<file path="src/rtl/uart_rx_8x.sv">
// uart_rx_8x
// Serial receiver for frames with one start bit, DATA_BITS data bits sent
// LSB first, no parity and one stop bit. The line is oversampled with an 8x
// tick from baud_gen. This block drives baud_gen's enable, so the tick phase
// restarts at every detected start edge.
//
// Ports:
//   clk       system clock, rising edge
//   rst       synchronous active-high reset
//   rx        asynchronous serial line, idle high
//   tick_8x   one-cycle pulse at 8x the baud rate (from baud_gen)
//   baud_en   enable for baud_gen, high while a frame is in progress
//   rx_data   last received word, held until the next frame completes
//   rx_valid  one-cycle pulse, frame ended with a good stop bit
//   frame_err one-cycle pulse, stop bit sampled low
//   busy      high whenever the receiver is not idle
module uart_rx_8x #(
  parameter int DATA_BITS = 8
) (
  input  logic                 clk,
  input  logic                 rst,
  input  logic                 rx,
  input  logic                 tick_8x,
  output logic                 baud_en,
  output logic [DATA_BITS-1:0] rx_data,
  output logic                 rx_valid,
  output logic                 frame_err,
  output logic                 busy
);

  typedef enum logic [1:0] {
    IDLE,
    START,
    DATA,
    STOP
  } state_t;

  state_t state, state_next;

  logic                 rx_meta;
  logic                 rx_sync;
  logic                 rx_prev;
  logic [2:0]           tcnt;
  logic [2:0]           samp;
  logic [3:0]           bit_idx;
  logic [DATA_BITS-1:0] shreg;

  logic fall;
  logic bit_end;
  logic stop_point;
  logic vote_full;
  logic vote_stop;
  logic last_bit;

  assign fall       = rx_prev & ~rx_sync;
  assign bit_end    = tick_8x && (tcnt == 3'd7);
  assign stop_point = tick_8x && (tcnt == 3'd4);
  assign last_bit   = (bit_idx == 4'(DATA_BITS - 1));

  // Majority of the 3rd/4th/5th tick samples once a whole bit has been seen.
  assign vote_full = (samp[0] & samp[1]) | (samp[0] & samp[2]) | (samp[1] & samp[2]);

  // The stop bit is decided on its 5th tick itself, so the third sample is
  // taken straight from the synchronizer instead of the sample register.
  assign vote_stop = (samp[0] & samp[1]) | (samp[0] & rx_sync) | (samp[1] & rx_sync);

  assign baud_en = (state != IDLE);
  assign busy    = (state != IDLE);

  // State register.
  always_ff @(posedge clk) begin
    if (rst) begin
      state <= IDLE;
    end else begin
      state <= state_next;
    end
  end

  // Next-state logic. Ticks are ignored while idle, including one that lands
  // on the same cycle as the start-edge detect.
  always_comb begin
    state_next = state;
    unique case (state)
      IDLE:  if (fall) state_next = START;
      START: if (bit_end) state_next = vote_full ? IDLE : DATA;
      DATA:  if (bit_end && last_bit) state_next = STOP;
      STOP:  if (stop_point) state_next = IDLE;
      default: state_next = IDLE;
    endcase
  end

  // Synchronizer, edge-detect history, tick counter, bit sampling, shift
  // register and the registered output pulses.
  always_ff @(posedge clk) begin
    if (rst) begin
      rx_meta   <= 1'b1;
      rx_sync   <= 1'b1;
      rx_prev   <= 1'b1;
      tcnt      <= 3'd0;
      samp      <= 3'd0;
      bit_idx   <= 4'd0;
      shreg     <= '0;
      rx_data   <= '0;
      rx_valid  <= 1'b0;
      frame_err <= 1'b0;
    end else begin
      rx_meta   <= rx;
      rx_sync   <= rx_meta;
      rx_prev   <= rx_sync;
      rx_valid  <= 1'b0;
      frame_err <= 1'b0;

      if (state == IDLE) begin
        if (fall) begin
          tcnt    <= 3'd0;
          samp    <= 3'd0;
          bit_idx <= 4'd0;
        end
      end else if (tick_8x) begin
        tcnt <= tcnt + 3'd1;

        unique case (tcnt)
          3'd2:    samp[0] <= rx_sync;
          3'd3:    samp[1] <= rx_sync;
          3'd4:    samp[2] <= rx_sync;
          default: ;
        endcase

        if (state == STOP) begin
          if (tcnt == 3'd4) begin
            tcnt      <= 3'd0;
            samp      <= 3'd0;
            rx_data   <= shreg;
            rx_valid  <= vote_stop;
            frame_err <= ~vote_stop;
          end
        end else if (tcnt == 3'd7) begin
          samp <= 3'd0;
          if (state == DATA) begin
            shreg   <= {vote_full, shreg[DATA_BITS-1:1]};
            bit_idx <= bit_idx + 4'd1;
          end
        end
      end
    end
  end

endmodule

</file>
<file path="config.mk">
export PLATFORM = sky130hd
export DESIGN_NAME = uart_rx_8x
export DESIGN_NICKNAME = d
export VERILOG_FILES = /design/src/rtl/uart_rx_8x.sv
export SDC_FILE = /design/constraint.sdc
export NUM_CORES = 1
export LEC_CHECK = 0
export CORE_UTILIZATION = 30
export DETAILED_ROUTE_END_ITERATION = 12
export DONT_BUFFER_PORTS = 1
export SETUP_SLACK_MARGIN = 0.4
export SYNTH_ARGS = -nofsm -noshare
export SYNTH_HDL_FRONTEND = slang
export SYNTH_SLANG_ARGS = --single-unit
</file>
<file path="constraint.sdc">
create_clock -name clk -period 2.63 [get_ports clk]
set_clock_uncertainty 0.1 [all_clocks]
set_input_delay 0.526 -clock clk [delete_from_list [all_inputs] [get_ports clk]]
set_output_delay 0.526 -clock clk [all_outputs]
set_load 0.01 [all_outputs]
</file>
==> flow_summary.rst <==
Run summary
-----------

.. list-table::
   :header-rows: 1

   * - Metric
     - Value
   * - Bufs and invs on worst path
     - 1
   * - Top cell type by instance count after synthesis
     - sky130_fd_sc_hd__dfxtp_1
   * - Slew of the pin with the lowest slew margin
     - 0.589 ns
   * - Layout overhead on the synthesized area
     - 12.0%
   * - Power per unit of standard cell area
     - 675 nW/um^2
   * - Family with the most delay on the worst path
     - simple AND/OR/NAND/NOR gates
   * - Mapped Avg Cell Area
     - 9.03 um^2
   * - Largest area contributor in the synthesized netlist
     - sky130_fd_sc_hd__dfxtp_1
   * - Clock tree from TritonCTS
     - yes
   * - Detailed router's first-iteration violation count
     - 71
   * - Fraction of the yosys area taken by sequential cells
     - 0.449
   * - Per-cell via count in the routed design
     - 4.74
   * - Least setup slack across all paths after layout
     - 0.597 ns
   * - Hold_sp
     - rst
   * - Setup crit end kind
     - register
   * - Timing-limited maximum frequency
     - 492 MHz
   * - CTS-repair resized insts
     - 0
   * - Post-detailed-route count of antenna-violating nets
     - 0
   * - Crit-path cells
     - inv_1, ha_1, nand2b_1, nor3_2, nand2_1, o32ai_1
   * - Aggregate negative setup slack
     - 0 ns
   * - Status
     - finished, violations left
   * - Worst Hold Path Cells
     - 1
   * - Clock Sinks
     - 33
   * - 1st-pass router iterations
     - 10
   * - Switching part of the total power
     - 0.234
   * - RSZ-0062 raised after global routing
     - false
   * - Number of nets at the end of the flow
     - 179
   * - Headroom to the max-slew limit
     - 0.607
   * - Violated checks
     - DRC
   * - Log Warnings
     - 32
   * - Number of rows in the core area
     - 25
   * - FILL cells
     - 491
   * - Total nets after synthesis
     - 177
   * - Destination of the worst hold path
     - bit_idx[1]
   * - Synthesized chip area reported by yosys
     - 1470 um^2
   * - Setup-failing EPs final
     - 0
   * - Most common flop cell mapped by yosys
     - sky130_fd_sc_hd__dfxtp_1
   * - Sequential standard cell area
     - 661 um^2
   * - Number of global-route vias before repair
     - 1,019
   * - Antenna violations before repair
     - 0
   * - Clock transition at the registers of the reported paths
     - 0.07 ns
   * - Drc violations
     - 2
   * - Post-DP HPWL
     - 1860 um
   * - Top cells by count
     - 33 x sky130_fd_sc_hd__dfxtp_1, 21 x sky130_fd_sc_hd__nand2_1, 19 x sky130_fd_sc_hd__a21oi_1
   * - Antenna Cells
     - 0
   * - Cell area after synthesis
     - 1470 um^2
   * - Count of input and output buffers
     - 0
   * - Cell at the root of the clock tree
     - sky130_fd_sc_hd__clkbuf_8
   * - Worst Reg-to-Reg Cells
     - 6
   * - Switching component of the power
     - 0.261 mW
   * - First-pass GRT wire length
     - 4640 um
   * - Buffers inserted by post-CTS timing repair
     - 0
   * - Data arrival time of the critical path
     - 2.13 ns
   * - Area of the die
     - 5190 um^2
   * - Critical path depth
     - 6
   * - Warning count from the yosys run
     - 0
   * - Final Wtd Congestion
     - 0.715
   * - Synth top area share
     - 0.449
   * - Critical Path RT
     - 2.73 ns
   * - Maximum number of pins on one net before global-route repair
     - 34
   * - Synth cell types
     - 35
   * - Number of synthesized flops with an enable pin
     - 0
   * - Kind of start point of the critical path
     - register
   * - Path type of the worst min-delay path
     - in -> reg
   * - Die span in x
     - 72.1 um
==> logic make-up after synthesis <==
logic type / synth area share
adder cells (fa/ha/maj): 0.0986
XOR/XNOR: 0.00595
AND/OR/NAND/NOR: 0.232
multiplexers: 0.0612
flip-flops: 0.449
AND-OR/OR-AND: 0.122
buffers and inverters: 0.0314
==> power groups by stage <==
stage | sequential (mW) | combinational (mW) | clock, mW
after floorplan | 0.528 | 0.0896 | 0
after global placement | 0.530 | 0.0947 | 0
after detailed placement | 0.530 | 0.0937 | 0
after CTS | 0.519 | 0.0943 | 0.507
after global routing | 0.521 | 0.110 | 0.531
final | 0.519 | 0.0946 | 0.500
==> layer usage <==
metal | global-route usage | wire, um | up-vias
met5 | 0 | 0 | -
met4 | 0.0784 | 57 | 0
met3 | 0.0319 | 66 | 5
met2 | 0.171 | 1230 | 15
met1 | 0.151 | 1410 | 515
li1 | - | - | 570
==> layout make-up <==
type	instances	area share
Clock buffer	7	0.0524
Clock inverter	1	0.0182
Multi-Input combinational cell	119	0.464
Inverter	6	0.0137
Sequential cell	33	0.401
Tap cell	67	0.0508
==> metrics by stage <==
step	instances	hold WS, ns
floorplan	163	0.289
global placement	225	0.297
detailed placement	225	0.297
CTS	233	0.189
global route	233	0.187
finish	233	0.192
==> layout by cell type, fill, tap and decap left out, types with 6 or more instances in the layout <==
master	netlist	layout
sky130_fd_sc_hd__mux2i_1	9	9
sky130_fd_sc_hd__clkbuf_8	0	6
sky130_fd_sc_hd__dfxtp_1	33	33
sky130_fd_sc_hd__ha_1	10	10
sky130_fd_sc_hd__inv_1	6	6
sky130_fd_sc_hd__nand3_1	7	7
sky130_fd_sc_hd__nand2_1	21	21
sky130_fd_sc_hd__a21oi_1	19	19
sky130_fd_sc_hd__nor2_1	15	15
**Wiring by layer**

Scale bar: 20 um.
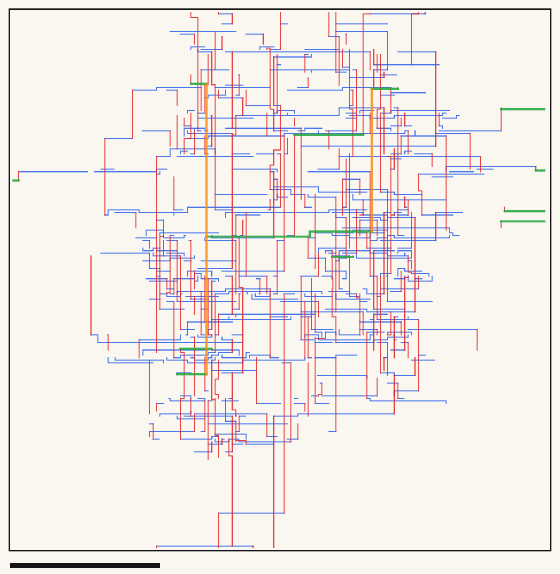
red -> M2  # wire length 1,230 um
blue -> M1  # wire length 1,410 um
orange -> M4  # wire length 57.8 um
green -> M3  # wire length 66.9 um
mean routed wirelength per cell: 11.8 um
Total GRT Usage: 0.117
final WL: 2760 um

**Cell area per tile**

The die is cut into 7 by 7 equal tiles; dark blue is low, red is high, 0 to 100% covered.
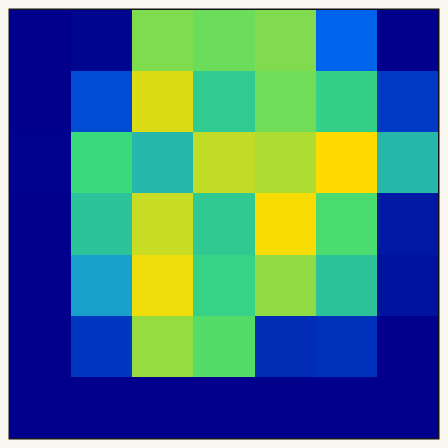
mean over tiles = 30%
nearly empty tiles = 33%
emptiest ninth of the die = south-east
fullest tile = 75%
tiles over 75% full = 2.0%
core area: 4720 um^2
fraction of the core area occupied by cells at floorplan: 0.312
post-layout util: 0.349

**Clock network drawn from the DEF**

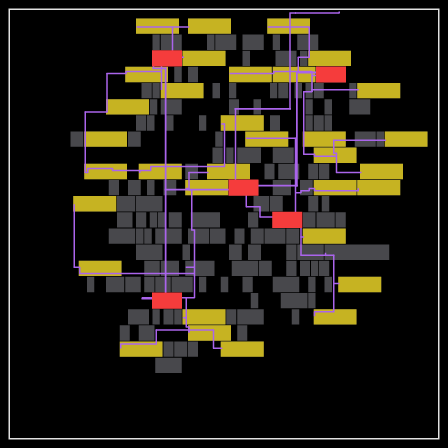
red -> clock-net drivers  # count 5
yellow -> flip-flops  # count 33
purple -> clock wires  # length 476 um
routed clock nets = 6
Latency at later pin: 0.29 ns
relative contribution of the clock network to total power: 0.449
clock network power consumption: 0.500 mW

**Gate families picked out**

Scale bar: 20 um.
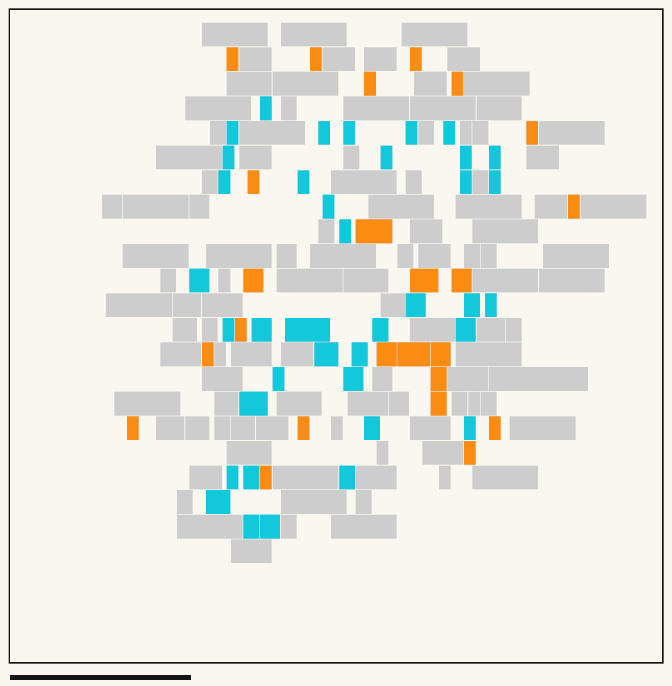
cyan -> nand cells  # cells 38
orange -> nor cells  # cells 24
most frequent standard cell in the layout excluding fill and tap cells: sky130_fd_sc_hd__dfxtp_1
Final Instance Count excl. Fillers: 233

No activity file was given, so power comes from the tool's default toggle rates.
